Fig. 1: clock distribution
Scale: 4 px per um.
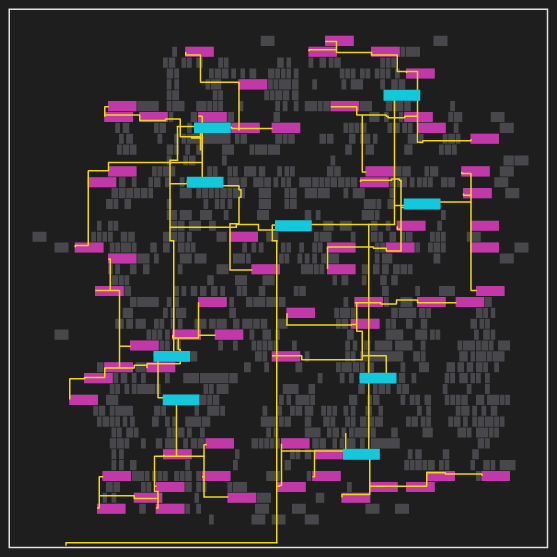
Fig. 2: zoomed window
Region (55, 55) to (80, 80) um. Cells in gray, sequential cells in the stronger gray; small squares are vias.
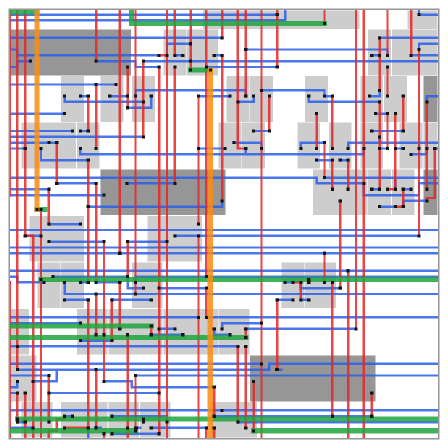
Fig. 3: cell area per tile
Scale: 2 px per um. 13 x 13 tiles, from black (low) to pale yellow (high), 0 to 100% covered.
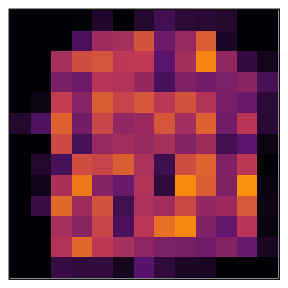
==> config.mk <==
export PLATFORM = sky130hd
export DESIGN_NAME = mac_tx_framer
export DESIGN_NICKNAME = d
export VERILOG_FILES = /design/src/rtl/mac_tx_framer.sv
export SDC_FILE = /design/constraint.sdc
export NUM_CORES = 1
export LEC_CHECK = 0
export ABC_AREA = 1
export CAP_MARGIN = 20
export CORE_MARGIN = 4
export CORE_UTILIZATION = 30
export DETAILED_ROUTE_END_ITERATION = 8
export GPL_TIMING_DRIVEN = 0
export PLACE_DENSITY = 0.47
export SLEW_MARGIN = 20
export SYNTH_ARGS = -nofsm -noshare
export SYNTH_HDL_FRONTEND = slang
export SYNTH_SLANG_ARGS = --single-unit
==> constraint.sdc <==
create_clock -name mac_tx_clk -period 3.1 [get_ports mac_tx_clk]
set_input_delay 0.62 -clock mac_tx_clk [delete_from_list [all_inputs] [get_ports mac_tx_clk]]
set_output_delay 0.62 -clock mac_tx_clk [all_outputs]
set_load 0.02 [all_outputs]
==> impl_metrics.py <==
# Physical implementation metrics
metrics = {
    "drt": {
        "route.detailed.drc": 0,
        "wl_met1_um": 7660,
        "via_per_inst": 4.97,
        "first_pass_iters": 5,
        "ant_nets": 0,
        "dr.first_iter.drc_count": 423,
    },
    "finish": {
        "fin_area_um2": 5590,
        "comb_cells": 596,
        "buffers": 49,
        "n_sequential_cell": 66,
        "comb_share_pct": 53.5,
        "inverters": 82,
        "largestClassByArea": "logic gates",
    },
    "run_status": {
        "status": "finished clean",
    },
    "cts": {
        "cts_setup_buffers": 0,
        "root_buffer": "clkbuf_16",
        "cts.clk_slew.worst_paths_ns": 0.06,
        "cts_resized": 0,
        "cts_tree": "built",
        "cts_buffer_depth": 2,
    },
    "global_route": {
        "grt_usage_pct": 18.0,
        "grt_pass1_vias": 4674,
        "grt.busiest_layer": "met2",
        "grt_util_met3_pct": 2.06,
        "overflow": 0,
    },
    "synth": {
        "topCellsByArea": "dfxtp_1, nand2_1, a21oi_1, nand3_1, xor2_1",
        "syn_inst": 769,
        "yosysSeqAreaShare_pct": 27.7,
        "async_flop_share_pct": 0,
        "synth_warnings": 0,
        "ys_cells": 769,
        "ys_sh_xor_pct": 8.25,
        "top_cell": "nand2_1",
        "syn_area_per_cell_um2": 6.21,
        "top_cells_by_count": "nand2_1, a21oi_1, inv_1",
    },
    "setup_path": {
        "cp_num_cells": 15,
        "worst-path-buf-inv": 7,
        "cpPeakStageDelay_ns": 0.35,
        "critPathKind": "flip-flop to flip-flop",
        "r2r_setup_slack_ns": 0.43,
        "reg2reg_depth": 15,
        "crit_chain": "buf_2, inv_1, buf_2, ha_1, nand2_1, inv_1, nand2_2, nand2_4, nand2_4, inv_6, nand2_8, inv_4, buf_4, o21ai_0, o211ai_1",
        "required_ns": 3.37,
        "endpoint_kind": "flip-flop",
        "cp.arrival_ns": 2.93,
    },
    "final_timing": {
        "slew_violations": 0,
        "relSlewSlack_pct": 47.5,
        "worstMarginPinSlew_ns": 0.788,
        "setup_slack_ns": 0.435,
        "fin_worst_skew_ns": 0.00392,
    },
    "flow_run": {
        "warnings": 30,
        "drv_cap": 0,
    },
    "placement": {
        "pre_cts_slack_ns": 0.225,
        "dpl-instance-area_um2": 5290,
        "placed_cells": 1005,
        "dpl.hpwl_um": 11800,
    },
    "power_and_ir_drop": {
        "swShare_pct": 32.0,
        "peakVddDrop_uv": 269,
        "p_comb_share_pct": 23.6,
    },
    "worst_hold_path": {
        "whs_path_depth": 2,
    },
    "die": {
        "die_w_um": 134,
    },
}
## Picture notes: Fig. 1
legend:
  cyan:
    item: cells driving clock nets
    count: 9
  yellow:
    item: clock wires
    length: 1190 um
  magenta:
    item: flip-flops
    count: 66
flops lie: all over the die
Clock Latency Late Sink: 0.34 ns
Clock Power Share: 41.5%

## Picture notes: Fig. 2
legend:
  red:
    layer: met2
  orange:
    layer: met4
  green:
    layer: met3
  blue:
    layer: met1
most frequent: nand2_1 (12), xor2_1 (6), nor2_1 (6)
sequential cells in the window: 3
cells with their middle in the window: 44

## Picture notes: Fig. 3
tiles over 75% full: 0.60%
nearly empty tiles: 19%
fullest tile: 76%
Core Util at FP: 31.0%
fin util: 36.2%
core area: 15400 um^2

Power and IR drop assume default switching activity.
